m1.png
Drawn at 2 px/µm. Cells faint in the background.
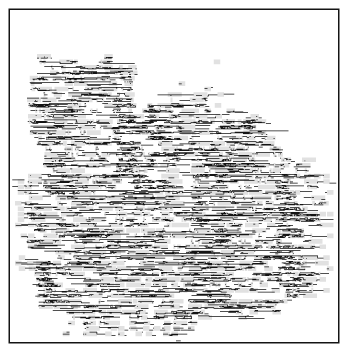
m2.png
Drawn at 3 px/µm.
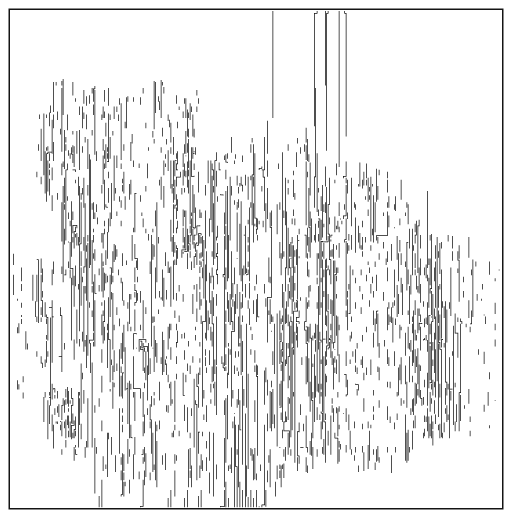
### src/rtl/spline_span_calc_pkg.sv
// spline_pkg
// Shared constants and types for the spline span calculator.
// Holds the fixed-point format of the input sample, the span geometry,
// and the bundles that travel down the three pipeline stages.
// No ports (package).

package spline_pkg;

    localparam int BITSIZE = 16;
    localparam int FRAC    = 12;
    localparam int DXLOG   = 2;
    localparam int Q       = 23;
    localparam int IDXW    = 5;

    // u keeps only the bits below one span width
    localparam int UBITS   = FRAC - DXLOG;
    // Centres the span index so that x = 0 lands in the middle span
    localparam int OFFSET  = (Q - 3) / 2;

    // Width of the signed span number before clamping: the integer part of
    // x plus two bits of headroom for the offset and the sign
    localparam int TW      = BITSIZE - UBITS + 2;
    localparam logic signed [TW-1:0] T_MAX = TW'(Q - 4);

    // The powers of the local abscissa as seen by the interpolation block
    typedef struct packed {
        logic [UBITS-1:0] u;
        logic [UBITS-1:0] u2;
        logic [UBITS-1:0] u3;
    } upow_t;

    // Everything besides u that rides along with a sample through the pipe
    typedef struct packed {
        logic [IDXW-1:0] idx;
        logic            satLow;
        logic            satHigh;
        logic            valid;
    } span_tag_t;

endpackage

### src/rtl/spline_span_calc_if.sv
// spline_span_calc_if
// Bundles the sample input handshake and the span/power outputs.
//   master: drives enable, in_valid, x_in; receives the outputs
//   slave : the span calculator itself
// Signals:
//   enable    pipeline advance strobe
//   in_valid  x_in carries a real sample
//   x_in      signed input sample
//   idx_out   span index 0..Q-4
//   u_out     local abscissa in [0,1)
//   u2_out    (u*u)>>UBITS
//   u3_out    (u2*u)>>UBITS
//   sat_low   index clamped at the low end
//   sat_high  index clamped at the high end
//   out_valid outputs belong to a valid input

interface spline_span_calc_if;
    import spline_pkg::*;

    logic                enable;
    logic                in_valid;
    logic [BITSIZE-1:0]  x_in;
    logic [IDXW-1:0]     idx_out;
    logic [UBITS-1:0]    u_out;
    logic [UBITS-1:0]    u2_out;
    logic [UBITS-1:0]    u3_out;
    logic                sat_low;
    logic                sat_high;
    logic                out_valid;

    modport master (
        output enable, in_valid, x_in,
        input  idx_out, u_out, u2_out, u3_out, sat_low, sat_high, out_valid
    );

    modport slave (
        input  enable, in_valid, x_in,
        output idx_out, u_out, u2_out, u3_out, sat_low, sat_high, out_valid
    );

endinterface

### src/rtl/spline_span_calc_frac_mul_trunc.sv
// frac_mul_trunc
// Registered unsigned fractional multiply: o_p = (i_a * i_b) >> W,
// truncated. Both operands are fractions below one, so the product always
// fits back into W bits.
// Ports:
//   clk, reset  clock and synchronous active-high reset
//   i_enable    advance strobe; the register holds when low
//   i_a, i_b    W-bit unsigned fractions
//   o_p         registered truncated product

module frac_mul_trunc
    import spline_pkg::*;
#(
    parameter int W = UBITS
) (
    input  logic         clk,
    input  logic         reset,
    input  logic         i_enable,
    input  logic [W-1:0] i_a,
    input  logic [W-1:0] i_b,
    output logic [W-1:0] o_p
);

    logic [2*W-1:0] w_prod;
    logic [W-1:0]   r_p;

    // Zero-extend both operands so the full double-width product is kept
    assign w_prod = {{W{1'b0}}, i_a} * {{W{1'b0}}, i_b};

    // Keep only the upper half, which is the fraction part of the product
    always_ff @(posedge clk) begin
        if (reset) begin
            r_p <= '0;
        end else if (i_enable) begin
            r_p <= w_prod[2*W-1:W];
        end
    end

    assign o_p = r_p;

endmodule

### src/rtl/spline_span_calc.sv
// spline_span_calc
// Front end of the spline nonlinearity. Splits each sample x into a span
// index and a local abscissa u, and produces u^2 and u^3, over three
// enable-gated stages so it stays in step with the downstream delay lines.
// Ports:
//   clk    clock
//   reset  synchronous, active-high; flushes every stage
//   bus    spline_span_calc_if slave (enable, in_valid, x_in in;
//          idx/u/u2/u3, saturation flags and out_valid out)

module spline_span_calc
    import spline_pkg::*;
(
    input  logic                     clk,
    input  logic                     reset,
    spline_span_calc_if.slave        bus
);

    logic signed [TW-1:0] w_t;
    logic [IDXW-1:0]      w_idx;
    logic [UBITS-1:0]     w_u;
    logic                 w_satLow;
    logic                 w_satHigh;
    logic [UBITS-1:0]     w_u2;
    logic [UBITS-1:0]     w_u3;
    upow_t                w_pow;

    span_tag_t            r_tag1;
    logic [UBITS-1:0]     r_u1;
    span_tag_t            r_tag2;
    logic [UBITS-1:0]     r_uS2;
    span_tag_t            r_tag3;
    logic [UBITS-1:0]     r_uS3;
    logic [UBITS-1:0]     r_u2S3;

    // The bits of x above the fraction are already floor(x / dx) in two's
    // complement, so sign-extending them gives the floor for negative x too
    assign w_t = {{(TW - (BITSIZE - UBITS)){bus.x_in[BITSIZE-1]}},
                  bus.x_in[BITSIZE-1:UBITS]} + TW'(OFFSET);

    // Clamp the span number into 0..Q-4; above the top span u is pinned at
    // its largest value so the curve continues from the last knot
    always_comb begin
        w_idx     = '0;
        w_u       = '0;
        w_satLow  = 1'b0;
        w_satHigh = 1'b0;
        if (w_t < 0) begin
            w_satLow  = 1'b1;
        end else if (w_t > T_MAX) begin
            w_idx     = IDXW'(Q - 4);
            w_u       = '1;
            w_satHigh = 1'b1;
        end else begin
            w_idx     = w_t[IDXW-1:0];
            w_u       = bus.x_in[UBITS-1:0];
        end
    end

    // Stage pipeline. Data loads regardless of in_valid; the valid bit
    // rides in the tag and consumers qualify with it. u^2 is registered in
    // the first multiplier alongside stage 2, u^3 in the second alongside
    // stage 3, so u2 is carried one more stage to line up with u3.
    always_ff @(posedge clk) begin
        if (reset) begin
            r_tag1 <= '0;
            r_u1   <= '0;
            r_tag2 <= '0;
            r_uS2  <= '0;
            r_tag3 <= '0;
            r_uS3  <= '0;
            r_u2S3 <= '0;
        end else if (bus.enable) begin
            r_tag1 <= '{idx: w_idx, satLow: w_satLow, satHigh: w_satHigh,
                        valid: bus.in_valid};
            r_u1   <= w_u;
            r_tag2 <= r_tag1;
            r_uS2  <= r_u1;
            r_tag3 <= r_tag2;
            r_uS3  <= r_uS2;
            r_u2S3 <= w_u2;
        end
    end

    frac_mul_trunc #(.W(UBITS)) u_mulSquare (
        .clk      (clk),
        .reset    (reset),
        .i_enable (bus.enable),
        .i_a      (r_u1),
        .i_b      (r_u1),
        .o_p      (w_u2)
    );

    frac_mul_trunc #(.W(UBITS)) u_mulCube (
        .clk      (clk),
        .reset    (reset),
        .i_enable (bus.enable),
        .i_a      (w_u2),
        .i_b      (r_uS2),
        .o_p      (w_u3)
    );

    assign w_pow = '{u: r_uS3, u2: r_u2S3, u3: w_u3};

    assign bus.idx_out   = r_tag3.idx;
    assign bus.u_out     = w_pow.u;
    assign bus.u2_out    = w_pow.u2;
    assign bus.u3_out    = w_pow.u3;
    assign bus.sat_low   = r_tag3.satLow;
    assign bus.sat_high  = r_tag3.satHigh;
    assign bus.out_valid = r_tag3.valid;

endmodule

### src/flat_wrapper.sv
// flat-port wrapper written by rule: the top's interface ports become plain ports
module spline_span_calc_flat import spline_pkg::*;
  (clk, reset, bus_enable, bus_in_valid, bus_x_in, bus_idx_out, bus_u_out, bus_u2_out, bus_u3_out, bus_sat_low, bus_sat_high, bus_out_valid);
  spline_span_calc_if bus_i ();
  input  logic clk;
  input  logic reset;
  input wire logic [$bits(bus_i.enable)-1:0] bus_enable;
  input wire logic [$bits(bus_i.in_valid)-1:0] bus_in_valid;
  input wire logic [$bits(bus_i.x_in)-1:0] bus_x_in;
  output wire logic [$bits(bus_i.idx_out)-1:0] bus_idx_out;
  output wire logic [$bits(bus_i.u_out)-1:0] bus_u_out;
  output wire logic [$bits(bus_i.u2_out)-1:0] bus_u2_out;
  output wire logic [$bits(bus_i.u3_out)-1:0] bus_u3_out;
  output wire logic [$bits(bus_i.sat_low)-1:0] bus_sat_low;
  output wire logic [$bits(bus_i.sat_high)-1:0] bus_sat_high;
  output wire logic [$bits(bus_i.out_valid)-1:0] bus_out_valid;
  assign bus_i.enable = bus_enable;
  assign bus_i.in_valid = bus_in_valid;
  assign bus_i.x_in = bus_x_in;
  assign bus_idx_out = bus_i.idx_out;
  assign bus_u_out = bus_i.u_out;
  assign bus_u2_out = bus_i.u2_out;
  assign bus_u3_out = bus_i.u3_out;
  assign bus_sat_low = bus_i.sat_low;
  assign bus_sat_high = bus_i.sat_high;
  assign bus_out_valid = bus_i.out_valid;
  spline_span_calc u_core (.clk(clk), .reset(reset), .bus(bus_i));
endmodule
### config.mk
export PLATFORM = sky130hd
export DESIGN_NAME = spline_span_calc_flat
export DESIGN_NICKNAME = d
export VERILOG_FILES = /design/src/rtl/spline_span_calc_pkg.sv /design/src/rtl/spline_span_calc_if.sv /design/src/rtl/spline_span_calc_frac_mul_trunc.sv /design/src/rtl/spline_span_calc.sv /design/src/flat_wrapper.sv
export SDC_FILE = /design/constraint.sdc
export NUM_CORES = 1
export LEC_CHECK = 0
export CAP_MARGIN = 10
export CORE_AREA = 2 2 162 164
export DETAILED_ROUTE_END_ITERATION = 10
export DIE_AREA = 0 0 164 166
export PLACE_DENSITY = 0.64
export SLEW_MARGIN = 10
export SYNTH_ARGS = -nofsm -noshare
export SYNTH_HDL_FRONTEND = slang
export SYNTH_HIERARCHICAL = 1
export SYNTH_SLANG_ARGS = --single-unit
### constraint.sdc
create_clock -name clk -period 6.88 [get_ports clk]
set_clock_uncertainty 0.15 [all_clocks]
set_input_delay 1.376 -clock clk [delete_from_list [all_inputs] [get_ports clk]]
set_output_delay 1.376 -clock clk [all_outputs]
set_load 0.01 [all_outputs]
==> changes_impl.md <==
## Flow update

* Yosys top cell by instances: inv_1
* WHS at slightly below 0.3 ns
* Yosys warnings at 6
* Setup crit start kind: flop
* Syn Nets at roughly 1300
* Antenna violations before repair at 0
* Inserted Clock Buffers at 9
* Power per Cell Area at 162 nW/µm²
* Layout net count at 1356
* Worst hold path type: flop to flop
* Final clock-cell share at around 2.8%
* Max stage delay on crit path at 0.85 ns
* Die width at between 150 and 200 µm
* Num rows at slightly below 60
* Max VDD drop at ~0.0001 V
* Sw Share at 38.1%
* Number of multi-input logic gates at about 780
* Hold endpoint: u_core/u_mulCube/o_p[5]
* Crit path required time at approximately 7 ns
* Post-CTS Resized at 0
* Logic share of the area at approximately 66%
* Highest routed layer: met4
* Fmax at 0.171 GHz
* Ys flops at 84
* Syn-to-layout area delta at 11.4%
* Comb power frac at a little under two fifths
* CLK BUF at 13
* Plain + repair buffers at around 63
* Met3 WL at about 450 µm
* Final Core Density at 42.4%
* Pwr Total at between 1.5 and 2 mW
* M1 GR Usage at 21.7%
* Mapped Cells at about 1100
* Ranking of synthesized cells by area: fa_1 25%, dfxtp_1 17%, ha_1 14%, and2_1 6.9%, inv_1 6.4%
* # clock sinks at 84
* Status: complete, no violations
* Setup WS pre-CTS at between 1 and 1.5 ns
* Total length of routed met2 wires at about 9.5 mm
* Dpl hpwl at between 15 and 20 mm
* Initial DRC count at about 270
* Slew Limit Fails at 0
* Post-synth ARST share at 0%
* Min-delay src: u_core/u_mulCube/o_p[5]
* Synthesized area at roughly 10000 µm²
* Placed Instances at approximately 1400
* Placed inst area at 10600 µm²
* First-pass GRT wire length at about 35 mm
* Area leader, netlist: fa_1
* Final ANT Viol Nets at 0
Notes on m1.png above:
main direction = horizontal
share of all routed wire = 50%
nets with wire on the layer = 1238
wire length on this layer = 10000 µm
longest straight run = 90.2 µm
Post-Route WL: 20.2 mm
Vias: 7110

Notes on m2.png above:
share of all routed wire = 47%
wire length on this layer = 9520 µm

-- flip-flops by register name, summed over array words and instances, names as in the netlist --
register,count
u_core/bus.idx_out,5
u_core/bus.out_valid,1
u_core/u_mulSquare/o_p,10
u_core/bus.u_out,10
u_core/bus.sat_low,1
u_core/r_u1,10
u_core/bus.sat_high,1
u_core/r_tag1,8
u_core/r_tag2,8
u_core/r_uS2,10
u_core/u_mulCube/o_p,10
u_core/bus.u2_out,10
-- layout by cell type (no fill, tap or decap), drive strengths merged, types with 8 or more instances in the layout --
master         instances
inv                  168
clkbuf                13
dfxtp                 84
a21o                  16
buf                    8
clkdlybuf4s50         55
mux2i                 49
nand2                122
fa                   122
a21oi                 23
ha                   108
a221o                 12
and2                 109
nor2                  70
xnor2                 11
o21ai                 15
-- power by group through the flow --
stage | registers (mW) | logic [mW] | clock network [mW]
2_1_floorplan | 0.569 | 0.524 | 0
3_3_place_gp | 0.625 | 0.639 | 0
3_5_place_dp | 0.627 | 0.648 | 0
4_1_cts | 0.616 | 0.652 | 0.510
5_1_grt | 0.626 | 0.750 | 0.525
6_report | 0.615 | 0.644 | 0.495
-- worst max-delay path by stage --
stage / start / endpoint
3_3_place_gp: u_core/r_u1[1] / u_core/u_mulSquare/o_p[9]
4_1_cts: u_core/r_u1[1] / u_core/u_mulSquare/o_p[9]
3_5_place_dp: u_core/r_u1[1] / u_core/u_mulSquare/o_p[9]
6_report: u_core/r_u1[1] / u_core/u_mulSquare/o_p[9]
2_1_floorplan: u_core/r_u1[5] / u_core/u_mulSquare/o_p[9]
5_1_grt: u_core/r_u1[1] / u_core/u_mulSquare/o_p[9]
-- cell families after synthesis --
family / synth area share (%)
simple gates: 18.5
fa+ha+maj: 38.9
buf+inv: 8.75
compound gates: 10.4
flops: 17.2
mux: 5.03
xor+xnor: 1.17
Power is estimated from default activity; no workload was simulated.
